`config.mk`:
```
export PLATFORM = sky130hd
export DESIGN_NAME = alu_arbiter
export DESIGN_NICKNAME = d
export VERILOG_FILES = /design/src/rtl/alu_arb_pkg.sv /design/src/rtl/rr_arbiter2.sv /design/src/rtl/alu_arbiter.sv
export SDC_FILE = /design/constraint.sdc
export NUM_CORES = 1
export LEC_CHECK = 0
export CAP_MARGIN = 20
export CORE_AREA = 2 2 128 130
export CTS_CLUSTER_SIZE = 14
export DETAILED_ROUTE_END_ITERATION = 8
export DIE_AREA = 0 0 130 132
export GPL_ROUTABILITY_DRIVEN = 0
export PLACE_DENSITY = 0.67
export SETUP_SLACK_MARGIN = 0.15
export SLEW_MARGIN = 40
export SYNTH_ARGS = -nofsm -noshare
export SYNTH_HDL_FRONTEND = slang
export SYNTH_SLANG_ARGS = --single-unit
```
`constraint.sdc`:
```
create_clock -name clk -period 2.4 [get_ports clk]
set_input_delay 0.48 -clock clk [delete_from_list [all_inputs] [get_ports clk]]
set_output_delay 0.48 -clock clk [all_outputs]
set_load 0.05 [all_outputs]
```
`src/rtl/alu_arb_pkg.sv`:
```
// Shared definitions for the ALU arbiter: default datapath widths, the
// highest legal ALU select code, and the response-slot state encoding.
package alu_arb_pkg;

    localparam int XLEN  = 32;
    localparam int SEL_W = 4;

    localparam logic [SEL_W-1:0] SEL_MAX = 4'b0111;

    typedef enum logic {
        SLOT_EMPTY = 1'b0,
        SLOT_FULL  = 1'b1
    } slot_state_e;

endpackage

```
`src/rtl/rr_arbiter2.sv`:
```
// Two-way round-robin arbiter, purely combinational.
// Ports:
//   eligible  - per-requester eligibility
//   prio      - current priority pointer (index favoured on a tie)
//   grant     - one-hot grant, or zero when nobody is eligible
//   prio_next - pointer value after this cycle's grant
module rr_arbiter2 (
    input  logic [1:0] eligible,
    input  logic       prio,
    output logic [1:0] grant,
    output logic       prio_next
);

    always_comb begin
        grant     = '0;
        prio_next = prio;
        unique case (eligible)
            2'b01:   grant = 2'b01;
            2'b10:   grant = 2'b10;
            2'b11:   grant = prio ? 2'b10 : 2'b01;
            default: grant = '0;
        endcase
        // The pointer moves to whichever requester lost (or did not ask).
        if (grant[0]) begin
            prio_next = 1'b1;
        end else if (grant[1]) begin
            prio_next = 1'b0;
        end
    end

endmodule

```
`src/rtl/alu_arbiter.sv`:
```
// Shares one external combinational ALU between two requesters. Each cycle
// at most one eligible request is granted round-robin; its operands drive
// the ALU ports and the ALU result is captured into that requester's
// response slot on the same edge.
// Ports:
//   clk, rst_n          - clock, asynchronous active-low reset
//   req_valid/req_ready - per-requester request handshake (ready = grant)
//   req_opA/opB/sel     - per-requester operands and ALU select
//   rsp_valid/rsp_ready - per-requester response handshake
//   rsp_data/rsp_err    - captured result and illegal-select flag
//   alu_opA/opB/sel     - driven to the external ALU
//   alu_result          - returned from the external ALU
//   stall_cnt           - saturating count of cycles with an ungranted request
module alu_arbiter #(
    parameter int                 XLEN    = alu_arb_pkg::XLEN,
    parameter int                 SEL_W   = alu_arb_pkg::SEL_W,
    parameter logic [SEL_W-1:0]   SEL_MAX = alu_arb_pkg::SEL_MAX
) (
    input  logic                       clk,
    input  logic                       rst_n,
    input  logic [1:0]                 req_valid,
    output logic [1:0]                 req_ready,
    input  logic [1:0][XLEN-1:0]       req_opA,
    input  logic [1:0][XLEN-1:0]       req_opB,
    input  logic [1:0][SEL_W-1:0]      req_sel,
    output logic [1:0]                 rsp_valid,
    input  logic [1:0]                 rsp_ready,
    output logic [1:0][XLEN-1:0]       rsp_data,
    output logic [1:0]                 rsp_err,
    output logic [XLEN-1:0]            alu_opA,
    output logic [XLEN-1:0]            alu_opB,
    output logic [SEL_W-1:0]           alu_sel,
    input  logic [XLEN-1:0]            alu_result,
    output logic [15:0]                stall_cnt
);

    import alu_arb_pkg::*;

    logic        prio_q;
    logic        prio_next;
    logic [1:0]  slot_free;
    logic [1:0]  eligible;
    logic [1:0]  grant;
    logic [15:0] stall_q;

    // A slot can accept a new result if it is empty or being drained now.
    assign eligible = req_valid & slot_free;

    rr_arbiter2 u_rr (
        .eligible  (eligible),
        .prio      (prio_q),
        .grant     (grant),
        .prio_next (prio_next)
    );

    // The combinational outputs are forced low while reset is asserted so
    // every port reads zero during reset; the flops are already held then,
    // so the internal grant needs no such gating.
    assign req_ready = rst_n ? grant : '0;

    always_comb begin
        alu_opA = '0;
        alu_opB = '0;
        alu_sel = '0;
        if (req_ready[0]) begin
            alu_opA = req_opA[0];
            alu_opB = req_opB[0];
            alu_sel = req_sel[0];
        end else if (req_ready[1]) begin
            alu_opA = req_opA[1];
            alu_opB = req_opB[1];
            alu_sel = req_sel[1];
        end
    end

    for (genvar i = 0; i < 2; i++) begin : g_slot
        slot_state_e    state_q;
        slot_state_e    state_d;
        logic [XLEN-1:0] data_q;
        logic            err_q;

        assign slot_free[i] = (state_q == SLOT_EMPTY) || rsp_ready[i];
        assign rsp_valid[i] = (state_q == SLOT_FULL);
        assign rsp_data[i]  = data_q;
        assign rsp_err[i]   = err_q;

        always_comb begin
            state_d = state_q;
            unique case (state_q)
                SLOT_EMPTY: if (grant[i]) state_d = SLOT_FULL;
                SLOT_FULL:  if (!grant[i] && rsp_ready[i]) state_d = SLOT_EMPTY;
                default:    state_d = SLOT_EMPTY;
            endcase
        end

        always_ff @(posedge clk or negedge rst_n) begin
            if (!rst_n) begin
                state_q <= SLOT_EMPTY;
                data_q  <= '0;
                err_q   <= 1'b0;
            end else begin
                state_q <= state_d;
                if (grant[i]) begin
                    data_q <= alu_result;
                    err_q  <= (req_sel[i] > SEL_MAX);
                end
            end
        end
    end

    always_ff @(posedge clk or negedge rst_n) begin
        if (!rst_n) begin
            prio_q  <= 1'b0;
            stall_q <= '0;
        end else begin
            prio_q <= prio_next;
            if (|(req_valid & ~grant) && (stall_q != '1)) begin
                stall_q <= stall_q + 16'd1;
            end
        end
    end

    assign stall_cnt = stall_q;

endmodule

```
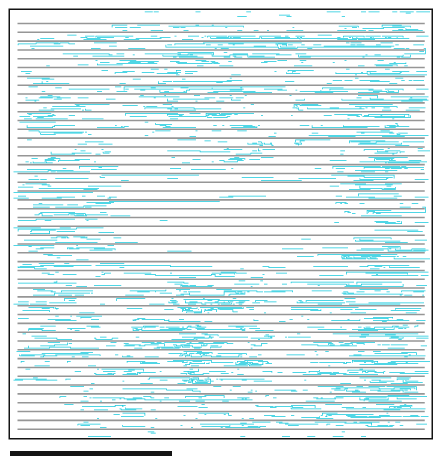
**Above:** run 1 (M1 wires).
Bar = 50 um. Supply wires on this layer in grey.
wire length on this layer: 6600 um
main direction: horizontal

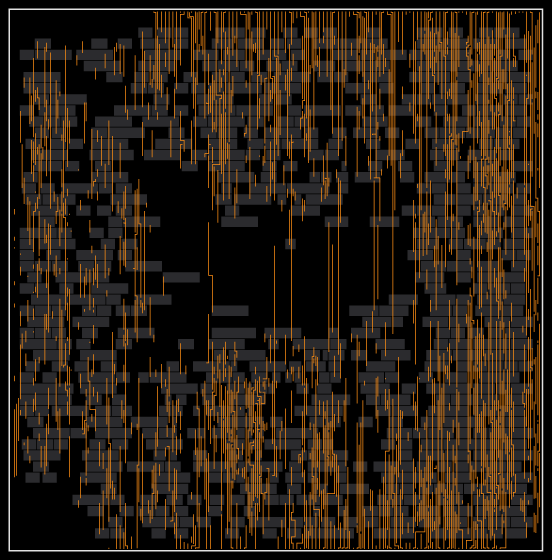
**Above:** run 1 (M2 wires).
Cells faint in the background.
wire length on this layer: 10300 um
longest straight run: 78.5 um
Routed Wire Length: 19000 um
via count of the routed design: 4366

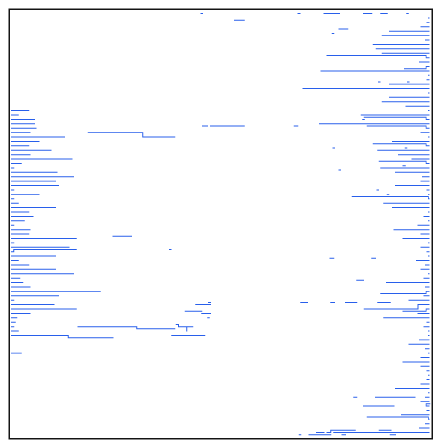
**Above:** run 1 (metal 3).
longest straight run: 38.9 um
main direction: horizontal
share of all routed wire: 7.4%
wire length on this layer: 1400 um
nets with wire on the layer: 176
GR met3 Demand/Resource: 5.97%

==> datasheet_impl.txt, run 1 <==
Physical implementation characteristics

Parameter                              Value

Outcome
  Outcome    complete, but fails checks
  Violated checks    setup timing

Cells and area
  Layout fillers    1257
  Layout cells sized above 1    40.9%
  Combinational share of cell area    26.0%
  Sequential standard cell area    2130 sq um
  Number of clock-tree buffers in the layout    12
  Multi-input comb cells    207

Route
  Detail Route Antenna Nets    0

STA
  Final tally of setup violations    64
  Min setup slack post-route    -83.9 ps
  Skew final    6.36 ps
  Slew HR    54.1%

Pwr
  Leakage power total    4.09 nW
  Worst vdd rail ir drop    0.000595 V

CTS
  Buffer levels on the longest clock path    2
  TritonCTS sink count    85
  Root Buffer    sky130_fd_sc_hd__clkbuf_16

Logic synthesis
  Top-count cell post-synth    sky130_fd_sc_hd__dfrtp_1
  Fraction of registers with async set/reset    100%
  Dominant kind of combinational cell    multiplexers
  Cells taking the most area after synthesis    sky130_fd_sc_hd__dfrtp_1 51%, sky130_fd_sc_hd__mux2_2 18%, sky130_fd_sc_hd__a22o_1 14%
  Unique cell type count in the Yosys netlist    39

Global route
  Number of global-route vias before repair    4740

Floorplanning
  Count of boundary I/O pins    328

Run
  Tool warning count    29

Worst setup path
  Data required time at the worst endpoint    1920 ps
## run 1: power by group
part	leakage, nW	switching, mW	total [mW]	internal, mW
Clock	0.161	0.535	1.53	0.991
Combinational	2.92	2.47	4.31	1.83
Sequential	1.01	0.257	2.05	1.80
Total	4.09	3.26	7.88	4.62
## run 1: routing by layer
metal  share of wire [%]  GRT usage, %  vias up
li1                    -             -     1965
met1                  35          21.1     2151
met2                  54          39.6      210
met3                 7.4          5.97       40
met4                 3.6          9.02        0
met5                   0             0        -
## run 1: path summary, 6_finish.rpt
check / start / end / slack, ps / depth (start not counted)
min in group clk: g_slot[1].err_q$_DFFE_PN0P_ / g_slot[1].err_q$_DFFE_PN0P_ / 490 / 2
worst min register to register: g_slot[1].err_q$_DFFE_PN0P_ / g_slot[1].err_q$_DFFE_PN0P_ / 490 / 2
max in group asynchronous: rst_n / g_slot[0].data_q[11]$_DFFE_PN0P_ / 1720 / 2
worst min-delay path: rst_n / stall_cnt[7]$_DFFE_PN0P_ / 100 / 2
worst max register to register: g_slot[0].state_q$_DFF_PN0_ / stall_cnt[1]$_DFFE_PN0P_ / 450 / 6
worst max-delay path: g_slot[1].state_q$_DFF_PN0_ / alu_opB[11] / -80 / 8
## run 1: state kept, by name, indices dropped and copies added (netlist names)
name,flops
g_slot.err_q,2
stall_cnt,16
g_slot.state_q,2
prio_q,1
g_slot.data_q,64
## run 1: critical path: stages (launching register included)
cell and delay [ps]:
sky130_fd_sc_hd__dfrtp_1 390, sky130_fd_sc_hd__nand2b_4 90, sky130_fd_sc_hd__a311oi_4 320, sky130_fd_sc_hd__and2_4 230, sky130_fd_sc_hd__buf_12 130, sky130_fd_sc_hd__buf_12 110, sky130_fd_sc_hd__clkbuf_16 140, sky130_fd_sc_hd__a22o_4 120
sky130_fd_sc_hd__buf_8 140
## run 1: timing repair
item	CTS	global route
buffers inserted	15	2
setup endpoints to repair	70	70
cloned	6	1
resized	137	31
pin swaps	12	8
## run 1: stage by stage
step / cells / TNS (ps) / power [mW] / utilization [%]
after floorplan: 323 / 0 / 4.53 / -
after global placement: 864 / -23680 / 5.98 / 52.1
after detailed placement: 864 / -22640 / 6.02 / 52.1
after CTS: 900 / -8310 / 7.90 / 59.7
after global routing: 907 / -8000 / 8.18 / 60.7
final: 907 / -3130 / 7.88 / 60.7
## run 1: layout by cell type (no fill, tap or decap), types with 5 or more instances in the layout
cell,netlist,layout
sky130_fd_sc_hd__nand4_1,5,5
sky130_fd_sc_hd__nor4_1,7,7
sky130_fd_sc_hd__a22o_4,0,67
sky130_fd_sc_hd__dfrtp_1,85,85
sky130_fd_sc_hd__buf_8,0,58
sky130_fd_sc_hd__nand2_1,6,5
sky130_fd_sc_hd__mux2_2,67,67
sky130_fd_sc_hd__xnor2_1,5,5
sky130_fd_sc_hd__buf_4,4,18
sky130_fd_sc_hd__buf_12,0,16
sky130_fd_sc_hd__clkbuf_16,0,10
sky130_fd_sc_hd__buf_16,0,6
sky130_fd_sc_hd__xor2_1,7,7
sky130_fd_sc_hd__clkdlybuf4s50_1,0,252
sky130_fd_sc_hd__nand3_1,9,9
sky130_fd_sc_hd__buf_6,3,20
==> run 2: changes to the inputs <==
CTS_BUF_LIST = sky130_fd_sc_hd__clkbuf_8   (was default)
MAX_ROUTING_LAYER = met4   (was default)
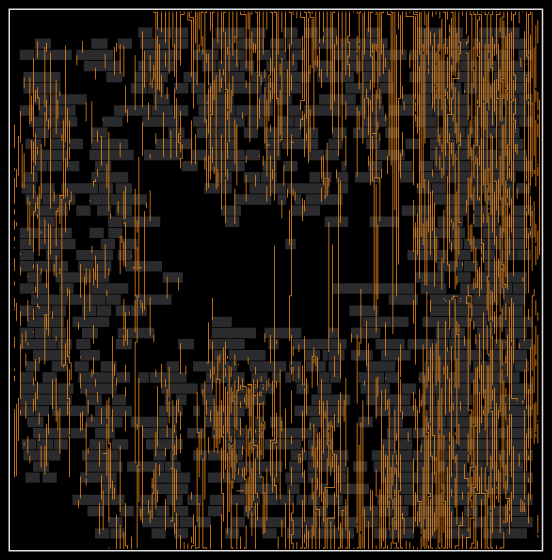
**Above:** run 2 (M2 wires).
Cells faint in the background.
share of all routed wire: 55%
main direction: vertical

==> datasheet_impl.txt, run 2 <==
Physical implementation characteristics

Parameter                              Value

Cells and area
  Layout cells sized above 1    41.4% (+0.51 points)
  Post-route cell area    9640 sq um
  Flip-flop count of the largest register after layout    64 (unchanged)
  Top register by number of flip-flops    g_slot.data_q
  Most used logic cell in the final layout    sky130_fd_sc_hd__clkdlybuf4s50_1
  Area delta synth->final    131%
  Most frequent cells in the layout    252 x sky130_fd_sc_hd__clkdlybuf4s50_1, 84 x sky130_fd_sc_hd__dfrtp_1, 72 x sky130_fd_sc_hd__buf_8

CTS
  Root Buffer    sky130_fd_sc_hd__clkbuf_8
  TritonCTS sink count    85 (unchanged)
  Late-Pin Clk Latency    360 ps
  Clock tree from TritonCTS    built
  Buffer levels on the longest clock path    2 (unchanged)

STA
  Setup repair after global routing missed its margin    yes
  Achievable clock frequency    395 MHz
  Min setup slack post-route    -130 ps (-46.0 ps)
  Measured slew at the worst slew-check pin    681 ps
  Final tally of setup violations    70 (+9.4%)
  Slew HR    54.6% (+0.49 points)
  Skew final    11.4 ps (+5.00 ps)

Worst setup path
  Source of the worst register-to-register timing path    g_slot[0].state_q$_DFF_PN0_
  First element of the critical path    g_slot[1].state_q$_DFF_PN0_
  Library cell appearing most often on the critical path    sky130_fd_sc_hd__buf_12
  Standard cell with the maximum stage delay on the critical path    sky130_fd_sc_hd__dfrtp_1
  Delay of the slowest cell on the worst path    400 ps (about the same)
  Sequence of cells on the critical path    nand2b_4, a311oi_4, and2_4, buf_12, buf_12, clkbuf_16, a22o_4, buf_8
  Data required time at the worst endpoint    1920 ps (about the same)

Logic synthesis
  Fraction of registers with async set/reset    100% (unchanged)
  Unique cell type count in the Yosys netlist    39 (unchanged)
  Top-count cell post-synth    sky130_fd_sc_hd__dfrtp_1
  Mapped cell area    4160 sq um
  Number of enable-type register cells in the synthesized netlist    0
  Net count entering floorplan    498
  Cells taking the most area after synthesis    sky130_fd_sc_hd__dfrtp_1 51%, sky130_fd_sc_hd__mux2_2 18%, sky130_fd_sc_hd__a22o_1 14%

Run
  Tool warning count    29 (unchanged)

Floorplanning
  Count of boundary I/O pins    328 (unchanged)
  Die area    17200 sq um
  Die X    130 um
  Placeable Area    15700 sq um
  Number of standard-cell rows in the floorplan    46

Outcome
  Outcome    complete, but fails checks
  Violated checks    setup timing

Route
  Routed Wire Length    19800 um (+4.3%)
  Length of the first detailed-routing pass in iterations    4
  Via count of the routed design    4449 (+1.9%)
  Post-DR vias/cell    4.86
  Detail Route Antenna Nets    0 (unchanged)

Global route
  Number of global-route vias before repair    4749 (+0.19%)

Pwr
  Leakage power total    4.12 nW (+0.79%)
  Worst vdd rail ir drop    0.000626 V (+5.1%)
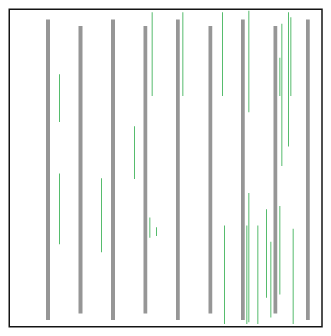
**Above:** run 2 (the metal 4 layer).
Supply wires on this layer in grey.
wire length on this layer: 743 um
nets with wire on the layer: 20
share of all routed wire: 3.7%
main direction: vertical

==> run 2: metal layers <==
layer	track usage, %	part of all wire [%]
met3	5.76	6.8
met1	21.4	35
met2	39.5	55
met5	-	0
met4	9.38	3.7
==> run 2: worst max-delay path, delay by kind of cell (launching register included) <==
kind | cells | cell delay (ps)
buffers and inverters | 4 | 510
AND-OR/OR-AND | 2 | 450
flip-flops | 1 | 400
AND/OR/NAND/NOR | 2 | 320
==> run 2: cells by family (layout without fill, tap and decap cells) <==
logic type,Yosys count,in the layout,share of synthesized area (%)
AOI/OAI and AO/OA,80,80,17.2
xor gates and xnor gates,12,12,2.52
adders and majority gates,1,1,0.300
buffers and inverters,31,401,4.12
DFF,85,85,51.1
muxes,67,67,18.1
other,0,7,0
and+or+nand+nor,47,47,6.61
==> run 2: final timing paths <==
check / slack [ps] / cells past startpoint / end
worst max-delay path: -130 / 8 / alu_opB[7]
worst min-delay path: 70 / 2 / stall_cnt[13]$_DFFE_PN0P_
worst max register to register: 440 / 6 / stall_cnt[1]$_DFFE_PN0P_
worst min register to register: 500 / 2 / g_slot[1].err_q$_DFFE_PN0P_
max in group asynchronous: 1720 / 2 / prio_q$_DFFE_PN0P_
min in group clk: 500 / 2 / g_slot[1].err_q$_DFFE_PN0P_
==> run 2: area by class of cell <==
cell class,count,area (sq um)
diodes,7,17.5
clock buffers,12,165
clock inverters,3,67.6
fillers,1249,6070
inverters,5,18.8
multi-input cells,207,2480
flip-flops and latches,85,2130
well taps,216,270
repair buffers,381,4490
==> run 2: stage by stage <==
| step | TNS, ps | cells | util (%) | power, mW | hold slack [ps] |
|---|---|---|---|---|---|
| floorplan | 0 | 323 | - | 4.53 | 184 |
| global placement | -23680 | 864 | 52.1 | 5.98 | 445 |
| detailed placement | -22640 | 864 | 52.1 | 6.02 | 445 |
| finish | -5730 | 916 | 61.3 | 7.58 | 65.7 |
| global route | -12030 | 915 | 61.3 | 7.89 | 51.4 |
| CTS | -11390 | 900 | 59.0 | 7.53 | 41.6 |
==> run 2: power breakdown <==
group / internal (mW) / switching [mW] / total (mW)
logic: 1.88 / 2.49 / 4.38
clock network: 0.666 / 0.492 / 1.16
registers: 1.79 / 0.257 / 2.05
==> run 2: repair_timing <==
| action | in CTS | in global routing |
|---|---|---|
| buffers inserted | 15 | 3 |
| cloned | 6 | 6 |
| endpoints found under the setup margin | 70 | 70 |
| pin swaps | 11 | 22 |
| gates resized | 135 | 49 |
Power figures rest on the tool's default switching activity, not on a simulated workload.
